===== config.mk =====
export PLATFORM = sky130hd
export DESIGN_NAME = bip_control_unit
export DESIGN_NICKNAME = d
export VERILOG_FILES = /design/src/rtl/bip_control_unit.sv
export SDC_FILE = /design/constraint.sdc
export NUM_CORES = 1
export LEC_CHECK = 0
export CORE_MARGIN = 4
export CORE_UTILIZATION = 30
export DETAILED_ROUTE_END_ITERATION = 12
export GPL_ROUTABILITY_DRIVEN = 0
export SYNTH_ARGS = -nofsm -noshare
export SYNTH_HDL_FRONTEND = slang
export SYNTH_SLANG_ARGS = --single-unit

===== constraint.sdc =====
create_clock -name i_clock -period 3 [get_ports i_clock]
set_input_delay 0.3 -clock i_clock [delete_from_list [all_inputs] [get_ports i_clock]]
set_output_delay 0.3 -clock i_clock [all_outputs]
set_load 0.01 [all_outputs]

===== src/rtl/bip_control_unit.sv =====
// bip_control_unit: FETCH/DECODE/EXEC sequencer for the BIP accumulator CPU
//
// Ports:
//   i_clock, i_reset  clock and synchronous active-high reset
//   i_start           leaves IDLE and starts fetching from PC
//   i_instruction     program memory data, one cycle after o_pc_addr
//   o_pc_addr         program memory address (PC)
//   o_operand         IR operand field for the datapath sign extender
//   o_sel_a, o_sel_b, o_enb_acc, o_operation  datapath controls
//   o_data_addr, o_data_rd, o_data_wr         data memory interface
//   o_busy, o_halt, o_illegal, o_instr_count  status
module bip_control_unit #(
    parameter NB_INSTRUCTION = 16,
    parameter NB_OPCODE      = 5,
    parameter NB_ADDR        = 11,
    parameter NB_OPERAND     = NB_INSTRUCTION - NB_OPCODE
) (
    input  logic                      i_clock,
    input  logic                      i_reset,
    input  logic                      i_start,
    input  logic [NB_INSTRUCTION-1:0] i_instruction,
    output logic [NB_ADDR-1:0]        o_pc_addr,
    output logic [NB_OPERAND-1:0]     o_operand,
    output logic [1:0]                o_sel_a,
    output logic                      o_sel_b,
    output logic                      o_enb_acc,
    output logic                      o_operation,
    output logic [NB_ADDR-1:0]        o_data_addr,
    output logic                      o_data_rd,
    output logic                      o_data_wr,
    output logic                      o_busy,
    output logic                      o_halt,
    output logic                      o_illegal,
    output logic [NB_INSTRUCTION-1:0] o_instr_count
);
    typedef enum logic [2:0] {IDLE, FETCH, DECODE, EXEC, HALT} state_t;

    localparam logic [NB_OPCODE-1:0] OP_HLT  = 5'd0;
    localparam logic [NB_OPCODE-1:0] OP_STO  = 5'd1;
    localparam logic [NB_OPCODE-1:0] OP_LD   = 5'd2;
    localparam logic [NB_OPCODE-1:0] OP_LDI  = 5'd3;
    localparam logic [NB_OPCODE-1:0] OP_ADD  = 5'd4;
    localparam logic [NB_OPCODE-1:0] OP_ADDI = 5'd5;
    localparam logic [NB_OPCODE-1:0] OP_SUB  = 5'd6;
    localparam logic [NB_OPCODE-1:0] OP_SUBI = 5'd7;

    state_t                      state, next_state;
    logic [NB_ADDR-1:0]          pc;
    logic [NB_INSTRUCTION-1:0]   ir;
    logic [NB_INSTRUCTION-1:0]   instr_count;
    logic [NB_OPCODE-1:0]        opcode, in_opcode;

    assign opcode        = ir[NB_INSTRUCTION-1:NB_OPERAND];
    assign in_opcode     = i_instruction[NB_INSTRUCTION-1:NB_OPERAND];
    assign o_pc_addr     = pc;
    assign o_operand     = ir[NB_OPERAND-1:0];
    // DECODE addresses the operand fetch before IR is loaded
    assign o_data_addr   = (state == DECODE) ? i_instruction[NB_ADDR-1:0] : ir[NB_ADDR-1:0];
    assign o_instr_count = instr_count;
    assign o_busy        = !i_reset && (state == FETCH || state == DECODE || state == EXEC);
    assign o_halt        = !i_reset && (state == HALT);

    always_ff @(posedge i_clock) begin
        if (i_reset) begin
            state       <= IDLE;
            pc          <= '0;
            ir          <= '0;
            instr_count <= '0;
        end else begin
            state <= next_state;
            if (state == DECODE)
                ir <= i_instruction;
            if (state == EXEC) begin
                if (opcode != OP_HLT)
                    pc <= pc + 1'b1;
                if (instr_count != '1)
                    instr_count <= instr_count + 1'b1;
            end
        end
    end

    // Gating everything on i_reset keeps an in-flight EXEC from strobing the datapath
    always_comb begin
        next_state  = state;
        o_sel_a     = 2'b11;
        o_sel_b     = 1'b0;
        o_operation = 1'b1;
        o_enb_acc   = 1'b0;
        o_data_wr   = 1'b0;
        o_data_rd   = 1'b0;
        o_illegal   = 1'b0;
        if (!i_reset) begin
            case (state)
                IDLE:   next_state = i_start ? FETCH : IDLE;
                FETCH:  next_state = DECODE;
                DECODE: begin
                    next_state = EXEC;
                    o_data_rd  = (in_opcode == OP_LD) || (in_opcode == OP_ADD) || (in_opcode == OP_SUB);
                end
                EXEC: begin
                    next_state = (opcode == OP_HLT) ? HALT : FETCH;
                    case (opcode)
                        OP_HLT:  ;
                        OP_STO:  o_data_wr = 1'b1;
                        OP_LD:   begin o_sel_a = 2'b00; o_enb_acc = 1'b1; end
                        OP_LDI:  begin o_sel_a = 2'b01; o_enb_acc = 1'b1; end
                        OP_ADD:  begin o_sel_a = 2'b10; o_sel_b = 1'b1; o_enb_acc = 1'b1; end
                        OP_ADDI: begin o_sel_a = 2'b10; o_enb_acc = 1'b1; end
                        OP_SUB:  begin o_sel_a = 2'b10; o_sel_b = 1'b1; o_operation = 1'b0; o_enb_acc = 1'b1; end
                        OP_SUBI: begin o_sel_a = 2'b10; o_operation = 1'b0; o_enb_acc = 1'b1; end
                        default: o_illegal = 1'b1;
                    endcase
                end
                HALT:    next_state = HALT;
                default: next_state = IDLE;
            endcase
        end
    end
endmodule

run_1/layer_met2.png
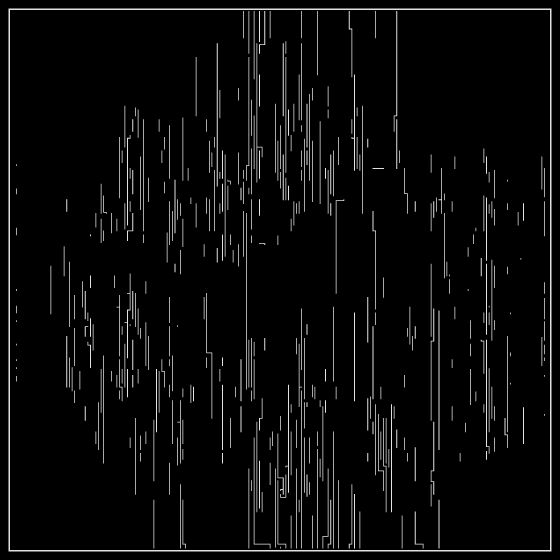
- longest straight run: 30.6 um
- nets with wire on the layer: 284
- wire length on this layer: 2,290 um
- share of all routed wire: 45%
- main direction: vertical
total via count in the routed design: 1,908
routed wire length: 5.09 mm
met2 Track Usage GR: 18.4%

run_1/layer_met3.png
The bar under the picture is 20 um long. Cells faint in the background.
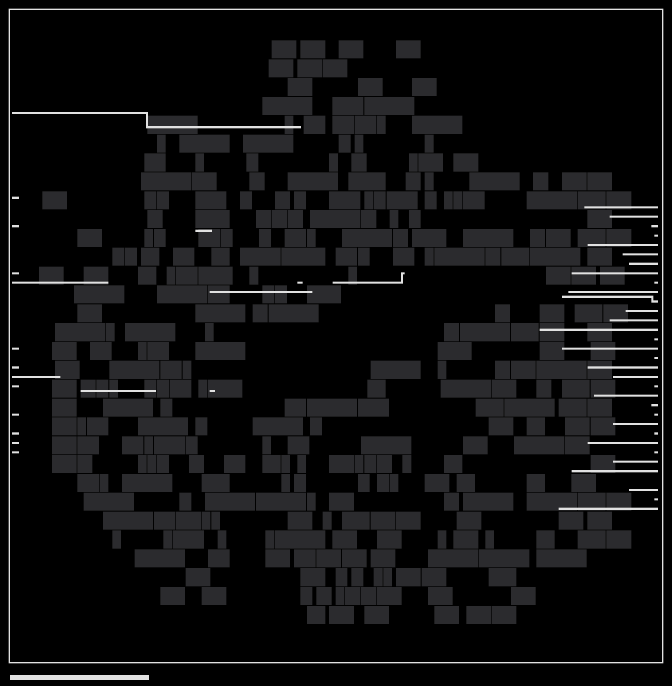
- longest straight run: 22.1 um
- share of all routed wire: 6.0%
- wire length on this layer: 307 um
- nets with wire on the layer: 47
routing usage on met3: 3.45%

run_1/flops_by_reg.png
The bar under the picture is 20 um long.
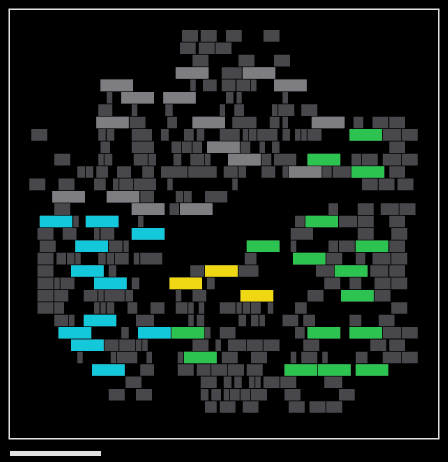
- `state`: yellow (flops 3)
- `ir`: green (flops 16)
- `o_pc_addr`: cyan (flops 11)
- not colored: 16

run_1/congestion.png
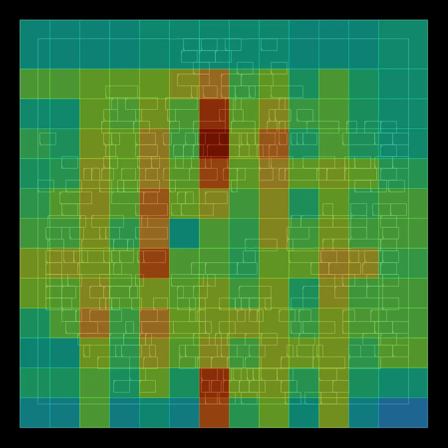
most heavily used metal layer in global routing: met2
post-route core utilization: 43.0%
total routing usage reported by global routing: 11.8%

==> impl_metrics.py, run 1 <==
# Synthesis and PnR figures
metrics = {
    "clocking": {
        "postCtsSetupRepairBufs": 0,
        "clk_path_buf_depth": 2,
        "cts.clk_slew.worst_paths_ns": 0.08,
        "postCtsHoldBufs": 0,
        "cts_buffers": 5,
        "clkLatencyLatePin_ns": 0.29,
        "cts_num_sinks": 46,
        "htree_num_levels": 2,
    },
    "worst_setup_path": {
        "reg2reg_slack_ns": 1.12,
        "worst-endpoint-required_ns": 2.70,
        "r2r-start": "o_instr_count[0]",
        "worst-path-max-fanout": 5,
        "cp_common_cell": "sky130_fd_sc_hd__clkdlybuf4s50_1",
        "crit_type": "in -> out",
        "crit_cells": 6,
        "end_kind": "output pin",
        "cp-start-kind": "input pin",
        "critPathLaunch": "i_reset",
        "number_of_buffer_and_inverter_stages_on_the_critical_path": 2,
        "crit_path_end": "o_data_wr",
        "timing.critical_path.slowest_cell_delay_ns": 0.53,
    },
    "finish": {
        "multi_input_comb_area_sq_um": 1160,
        "biggestCellCategory": "logic gates",
        "fin_cells": 407,
        "drive_above_1_share_pct": 10.1,
        "seq_share_pct": 29.7,
        "num_antenna_cells": 0,
        "design.final.nets": 328,
        "layout.filler_cells": 718,
        "regArea_sq_um": 921,
        "nonClkBufAreaFrac_pct": 25.3,
        "num-multi-input-gates": 171,
        "clock_buffer_count": 7,
        "seq_cells": 46,
        "lay_top_cells": "sky130_fd_sc_hd__clkdlybuf4s50_1 (77), sky130_fd_sc_hd__dfxtp_1 (46), sky130_fd_sc_hd__nor2_1 (37)",
        "clk_share_pct": 2.95,
        "final_area_sq_um": 3100,
    },
    "min_path": {
        "hp-class": "reg -> reg",
        "timing.hold.worst_path_depth": 2,
    },
    "timing": {
        "post-route-period-util_pct": 82.4,
        "maxClockFrequency_mhz": 404,
        "max_slew.worst_pin.slew_ns": 0.460,
        "setup_viol_count_final": 0,
        "layout_setup_ws_ns": 0.527,
        "maxSlewViolCount": 0,
        "hold_viol": 0,
        "fin_tns_setup_ns": 0,
        "timing.hold.ws_ns": 0.511,
    },
    "routing": {
        "drt-pass1-iter-count": 4,
        "post-route-drc-count": 0,
        "wire_length_per_cell_after_detailed_routing_um": 12.5,
        "ant_nets": 0,
        "routed_via_density": 4.69,
        "1st_iter_drt_viols": 65,
    },
    "grt": {
        "grt_pass1_wl_mm": 8.38,
        "grt_start_max_net_pins": 47,
        "vias_in_the_first_global_route": 1769,
        "grt_overflow_total": 0,
    },
    "power_and_ir_drop": {
        "ir_drop_v": 0.000131,
        "clockNetworkPower_mw": 0.382,
        "comb_power_share_pct": 20.6,
        "seq-power_mw": 0.667,
        "power.sequential.fraction_pct": 50.5,
        "total_power_mw": 1.32,
        "p_leak_nw": 1.09,
        "power.group.top": "registers",
        "internal_power_mw": 0.986,
        "power_density_nw_per_um2": 426,
    },
    "synthesis": {
        "yosys_stat_chip_area_sq_um": 2220,
        "postSynthCellCount": 240,
        "synth_stat.cells": 240,
        "yosys_warnings": 0,
        "syn-cell-area_sq_um": 2220,
        "count_of_library_flops_with_an_enable_pin": 0,
        "largest_cells_by_area_after_synthesis": "sky130_fd_sc_hd__dfxtp_1 (41%), sky130_fd_sc_hd__nor2_1 (6.2%), sky130_fd_sc_hd__mux2_2 (5.6%)",
        "synth_cell_types": 44,
        "ys_sh_aoi_pct": 7.09,
        "fraction_of_registers_with_async_set_reset_pct": 0,
        "synth.top_cell.area_share_pct": 41.4,
        "top_logic_kind": "simple AND/OR/NAND/NOR gates",
        "synth-main-ff-cell": "sky130_fd_sc_hd__dfxtp_1",
        "synth.largest_area_cell": "sky130_fd_sc_hd__dfxtp_1",
        "simple_gate_share_pct": 27.9,
    },
    "placed_design": {
        "post-place-ws_ns": 0.522,
        "place.detailed.instances": 399,
    },
    "floorplanning": {
        "taps": 99,
        "pin_count": 78,
        "area_of_the_die_sq_um": 8850,
        "fp-row-count": 31,
    },
    "run_status": {
        "outcome": "finished clean",
    },
    "job": {
        "drv_cap": 0,
        "tool_warnings": 26,
    },
}
## run 1: routing by layer
metal	vias up	GRT usage (%)	routed length, um
li1	960	-	-
met1	891	15.6	2450
met2	52	18.4	2290
met3	5	3.45	306
met4	0	3.61	45
met5	-	0	0
## run 1: synth_stat cells (all sizes together), types with 5 or more instances
| master | n |
|---|---|
| mux2 | 11 |
| dfxtp | 46 |
| nand3 | 13 |
| xor2 | 8 |
| clkbuf | 5 |
| xnor2 | 10 |
| nor2 | 37 |
| mux2i | 8 |
| nor3 | 7 |
| buf | 14 |
| nand2 | 9 |
| nor4 | 8 |
| o21ai | 10 |
| a21oi | 5 |
| nor2b | 8 |
run_1/layer_met1.png
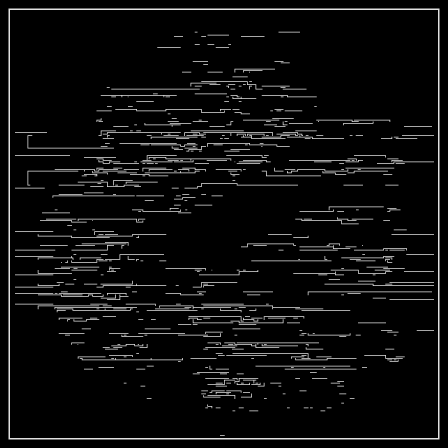

## Run 2: what changed since run 1
==> constraint.sdc (replaced) <==
create_clock -name i_clock -period 2.3 [get_ports i_clock]
set_input_delay 0.23 -clock i_clock [delete_from_list [all_inputs] [get_ports i_clock]]
set_output_delay 0.23 -clock i_clock [all_outputs]
set_load 0.01 [all_outputs]
run_2/layer_met1.png
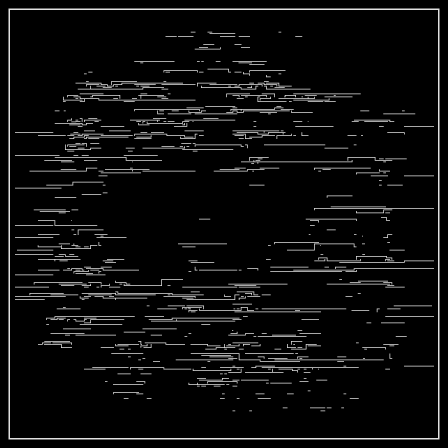
- wire length on this layer: 2,420 um
- main direction: horizontal
- share of all routed wire: 48%
- longest straight run: 26.2 um

==> impl_metrics.py, run 2 <==
# Synthesis and PnR figures
metrics = {
    "placed_design": {
        "place.detailed.instances": 404,
        "port_buffers": 77,
        "post-place-ws_ns": 0.157,
        "postPlaceCellArea_sq_um": 3050,
    },
    "timing": {
        "timing.hold.ws_ns": 0.512,
        "unrepaired_setup_endpoints_after_global_routing": "no",
        "maxClockFrequency_mhz": 463,
        "max_slew.worst_pin.slew_ns": 0.393,
        "fin_tns_setup_ns": 0,
        "post-route-period-util_pct": 93.9,
        "slew_hr_pct": 73.8,
        "fin_skew_ns": 0.00651,
        "hold_viol": 0,
        "setup_viol_count_final": 0,
        "layout_setup_ws_ns": 0.140,
        "maxSlewViolCount": 0,
    },
    "power_and_ir_drop": {
        "power_density_nw_per_um2": 575,
        "ir_drop_v": 0.000235,
        "p_comb_mw": 0.369,
        "power.group.top": "registers",
        "netSwitchingPower_mw": 0.438,
        "seq-power_mw": 0.868,
        "clockNetworkPower_mw": 0.581,
        "p_leak_nw": 1.13,
        "comb_power_share_pct": 20.3,
        "total_power_mw": 1.82,
        "power.sequential.fraction_pct": 47.8,
        "p_clk_share_pct": 32.0,
        "swShare_pct": 24.1,
        "internal_power_mw": 1.38,
    },
    "finish": {
        "areaGrowthSynthToFinish_pct": 42.3,
        "layout.filler_cells": 745,
        "area.share.combinational_pct": 36.9,
        "num-multi-input-gates": 171,
        "multi_input_comb_area_sq_um": 1170,
        "lay_top_cells": "sky130_fd_sc_hd__clkdlybuf4s50_1 (77), sky130_fd_sc_hd__dfxtp_1 (45), sky130_fd_sc_hd__nor2_1 (37)",
        "seq_cells": 46,
        "nonClkBufAreaFrac_pct": 26.1,
        "regArea_sq_um": 922,
        "clock_buffer_count": 7,
        "drive_above_1_share_pct": 11.8,
        "design.final.nets": 333,
        "fin_cells": 412,
        "clk_share_pct": 3.36,
        "final_area_sq_um": 3160,
        "final_layout_top_logic_cell": "sky130_fd_sc_hd__clkdlybuf4s50_1",
        "buffers": 84,
        "seq_share_pct": 29.2,
        "final_util_pct": 43.8,
        "biggestCellCategory": "logic gates",
        "inverters_excl_clock": 4,
        "num_antenna_cells": 0,
    },
    "grt": {
        "grt_start_max_net_pins": 32,
        "gr-usage-met1_pct": 15.5,
        "vias_in_the_first_global_route": 1769,
        "grt.met3_usage_pct": 3.37,
        "grt_pass1_wl_mm": 8.34,
        "grtUsageTotal_pct": 11.6,
        "globalRouteMet2Util_pct": 18.2,
        "gr-max-usage-layer": "met2",
        "grt_overflow_total": 0,
    },
    "floorplanning": {
        "initial_utilization_pct": 30.8,
        "die_width_um": 94.1,
        "fp-row-count": 31,
        "pin_count": 78,
        "placeableCoreArea_sq_um": 7210,
        "area_of_the_die_sq_um": 8850,
        "taps": 99,
    },
    "worst_setup_path": {
        "reg2regPathDepth": 5,
        "cp_slowest_cell": "sky130_fd_sc_hd__clkdlybuf4s50_1",
        "critPathLaunch": "state[2]",
        "number_of_buffer_and_inverter_stages_on_the_critical_path": 2,
        "rr_endpoint": "o_instr_count[14]",
        "crit_type": "reg -> out",
        "timing.critical_path.slowest_cell_delay_ns": 0.49,
        "reg2reg_slack_ns": 0.53,
        "worst-endpoint-required_ns": 2.07,
        "worst-path-max-fanout": 15,
        "crit_cells": 4,
        "worst_ep_arrival_ns": 1.93,
        "r2r-start": "state[0]",
        "cp-start-kind": "flop",
        "end_kind": "output pin",
        "worst_path_dominant_cell_family": "buffers and inverters",
        "cells_traversed_along_the_worst_timing_path": "nor3b_2 -> buf_6 -> mux2_2 -> clkdlybuf4s50_1",
        "crit_path_end": "o_data_addr[3]",
    },
    "synthesis": {
        "yosys_stat_chip_area_sq_um": 2220,
        "synth.top_cell.area_share_pct": 41.4,
        "synth_cell_types": 44,
        "top_logic_kind": "simple AND/OR/NAND/NOR gates",
        "post-synth-top-count-cell": "sky130_fd_sc_hd__dfxtp_1",
        "fp_nets": 261,
        "netlist_top_cells_count": "sky130_fd_sc_hd__dfxtp_1 (46), sky130_fd_sc_hd__nor2_1 (37), sky130_fd_sc_hd__buf_4 (12), sky130_fd_sc_hd__nand3_1 (12), sky130_fd_sc_hd__mux2_2 (11)",
        "yosys_warnings": 0,
        "synth-main-ff-cell": "sky130_fd_sc_hd__dfxtp_1",
        "synth_flops": 46,
        "fraction_of_registers_with_async_set_reset_pct": 0,
        "synth.avg_cell_area_sq_um": 9.26,
        "synth_seq_share_pct": 41.4,
        "syn-cell-area_sq_um": 2220,
        "simple_gate_share_pct": 27.9,
        "synth.largest_area_cell": "sky130_fd_sc_hd__dfxtp_1",
        "postSynthCellCount": 240,
        "ys_sh_aoi_pct": 7.09,
        "count_of_library_flops_with_an_enable_pin": 0,
        "synth_stat.cells": 240,
        "largest_cells_by_area_after_synthesis": "sky130_fd_sc_hd__dfxtp_1 (41%), sky130_fd_sc_hd__nor2_1 (6.2%), sky130_fd_sc_hd__mux2_2 (5.6%)",
    },
    "routing": {
        "ant_nets": 0,
        "met3_wirelength_um": 301,
        "detail_route.wirelength.met1_mm": 2.42,
        "post-route-drc-count": 0,
        "routed_via_density": 4.67,
        "top_layer_used": "met4",
        "routed-wl-met2_mm": 2.24,
        "drt-pass1-iter-count": 4,
        "wire_length_per_cell_after_detailed_routing_um": 12.2,
        "routed_wl_mm": 5.01,
        "1st_iter_drt_viols": 59,
        "vias": 1926,
    },
    "run_status": {
        "outcome": "finished clean",
    },
    "clocking": {
        "cts_num_sinks": 46,
        "clk_path_buf_depth": 2,
        "clkLatencyLatePin_ns": 0.29,
        "cts-root-buf": "sky130_fd_sc_hd__clkbuf_8",
        "postCtsSetupRepairBufs": 0,
        "postCtsHoldBufs": 0,
        "cts_buffers": 5,
        "cts_tree": "built",
        "cts.clk_slew.worst_paths_ns": 0.08,
        "htree_num_levels": 2,
    },
    "job": {
        "drv_cap": 0,
        "tool_warnings": 26,
    },
    "min_path": {
        "timing.hold.worst_path_depth": 2,
        "worstHoldEndpoint": "o_instr_count[5]",
        "timing.hold.worst.start": "o_instr_count[5]",
        "hp-class": "reg -> reg",
    },
}
run 2: netlist changes by cell type in the layout (fill, tap and decap cells not counted):
cell / before / now
sky130_fd_sc_hd__buf_4: 2 / 6
sky130_fd_sc_hd__clkinv_2: 1 / 0
sky130_fd_sc_hd__buf_6: 0 / 1
sky130_fd_sc_hd__dfxtp_1: 46 / 45
sky130_fd_sc_hd__bufinv_16: 0 / 1
sky130_fd_sc_hd__dfxtp_2: 0 / 1
sky130_fd_sc_hd__clkbuf_8: 6 / 5
sky130_fd_sc_hd__nor3_2: 0 / 1
sky130_fd_sc_hd__nor3_1: 7 / 6
sky130_fd_sc_hd__clkbuf_1: 1 / 2
run 2: timing repair:
item,4_1_cts,5_1_grt
gates resized,1,2
pin swaps,0,0
setup endpoints to repair,7,13
run_2/congestion.png
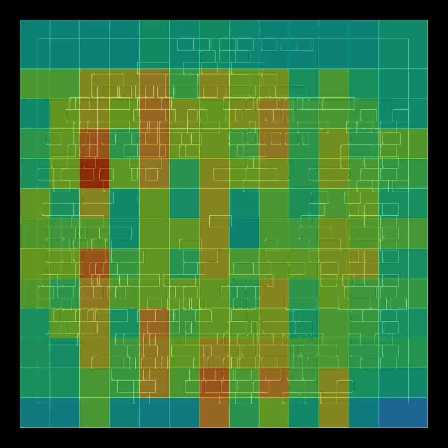

## Run 3: what changed since run 2
--- a/config.mk
+++ b/config.mk
@@ -5,7 +5,6 @@
 export SDC_FILE = /design/constraint.sdc
 export NUM_CORES = 1
 export LEC_CHECK = 0
-export CORE_MARGIN = 4
 export CORE_UTILIZATION = 30
 export DETAILED_ROUTE_END_ITERATION = 12
 export GPL_ROUTABILITY_DRIVEN = 0
run_3/congestion.png
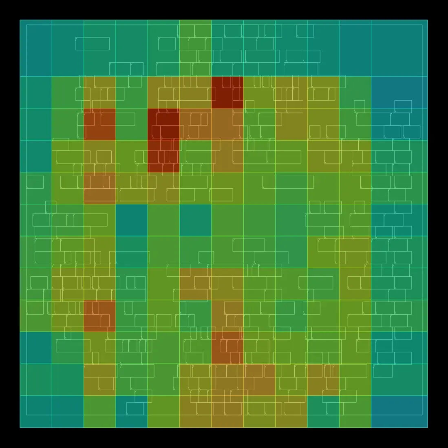
post-route core utilization: 44.0%
met2 Track Usage GR: 21.2%
met1 Track Usage GR: 17.8%
wire length per cell after detailed routing: 12.4 um
total routing usage reported by global routing: 13.5%

==> impl_metrics.py, run 3 <==
# Synthesis and PnR figures
metrics = {
    "placed_design": {
        "post-place-ws_ns": 0.0410,
        "port_buffers": 77,
    },
    "finish": {
        "biggestCellCategory": "logic gates",
        "clock_buffer_count": 6,
        "regArea_sq_um": 926,
        "seq_cells": 46,
        "seq_share_pct": 29.2,
        "design.final.nets": 331,
        "inverters_excl_clock": 4,
        "areaGrowthSynthToFinish_pct": 42.7,
        "drive_above_1_share_pct": 11.9,
        "final_area_sq_um": 3170,
        "fin_cells": 409,
    },
    "floorplanning": {
        "initial_utilization_pct": 30.8,
        "pin_count": 78,
        "area_of_the_die_sq_um": 7760,
        "placeableCoreArea_sq_um": 7210,
    },
    "worst_setup_path": {
        "r2r-start": "state[2]",
        "cp-start-kind": "flop",
        "worst_path_dominant_cell_family": "buffers and inverters",
        "worst-path-max-fanout": 17,
        "crit_cells": 4,
        "critPathLaunch": "state[2]",
        "end_kind": "output pin",
        "worst_ep_arrival_ns": 1.95,
        "crit_path_end": "o_data_addr[4]",
        "number_of_buffer_and_inverter_stages_on_the_critical_path": 2,
        "cells_traversed_along_the_worst_timing_path": "nor3b_4 -> buf_12 -> mux2_2 -> clkdlybuf4s50_1",
    },
    "routing": {
        "top_layer_used": "met4",
        "routed-wl-met2_mm": 2.33,
        "ant_nets": 0,
        "routed_via_density": 4.80,
        "routed_wl_mm": 5.07,
    },
    "timing": {
        "unrepaired_setup_endpoints_after_global_routing": "no",
        "max_slew.worst_pin.slew_ns": 0.382,
        "fin_skew_ns": 0.00790,
        "hold_viol": 0,
        "fin_tns_setup_ns": 0,
        "post-route-period-util_pct": 94.9,
    },
    "job": {
        "tool_warnings": 26,
        "drv_cap": 0,
    },
    "min_path": {
        "worstHoldEndpoint": "o_instr_count[5]",
        "hp-class": "reg -> reg",
        "timing.hold.worst_path_depth": 2,
    },
    "synthesis": {
        "count_of_library_flops_with_an_enable_pin": 0,
        "synth_seq_share_pct": 41.4,
        "synth.avg_cell_area_sq_um": 9.26,
        "synth_stat.cells": 240,
        "largest_cells_by_area_after_synthesis": "sky130_fd_sc_hd__dfxtp_1 (41%), sky130_fd_sc_hd__nor2_1 (6.2%), sky130_fd_sc_hd__mux2_2 (5.6%)",
        "fraction_of_registers_with_async_set_reset_pct": 0,
        "postSynthCellCount": 240,
    },
    "power_and_ir_drop": {
        "p_leak_nw": 1.12,
        "ir_drop_v": 0.000210,
        "netSwitchingPower_mw": 0.443,
        "power_density_nw_per_um2": 583,
    },
    "clocking": {
        "postCtsSetupRepairBufs": 0,
        "clk_path_buf_depth": 2,
        "cts_tree": "built",
        "cts-root-buf": "sky130_fd_sc_hd__clkbuf_8",
    },
    "run_status": {
        "outcome": "finished clean",
    },
}
[run 3: worst min-delay path: stages (launching register included)]
cell	delay (ns)
sky130_fd_sc_hd__dfxtp_1	0.34
sky130_fd_sc_hd__o31ai_1	0.07
sky130_fd_sc_hd__a21oi_1	0.06
[run 3: cell families (layout without fill, tap and decap cells)]
logic type               Yosys count  after routing  share of synthesized area [%]
XOR/XNOR                          18             18                           7.09
AND-OR/OR-AND                     23             23                           7.09
buffers and inverters             23             93                           6.25
adder cells (fa/ha/maj)            2              2                           1.13
multiplexers                      19             19                           9.17
flip-flops                        46             46                           41.4
AND/OR/NAND/NOR                  109            109                           27.9
[run 3: per-layer routing]
layer,global-route usage (%),vias to the layer above
met5,0,-
met4,4.55,0
met3,3.68,5
met2,21.2,65
met1,17.8,926
li1,-,966
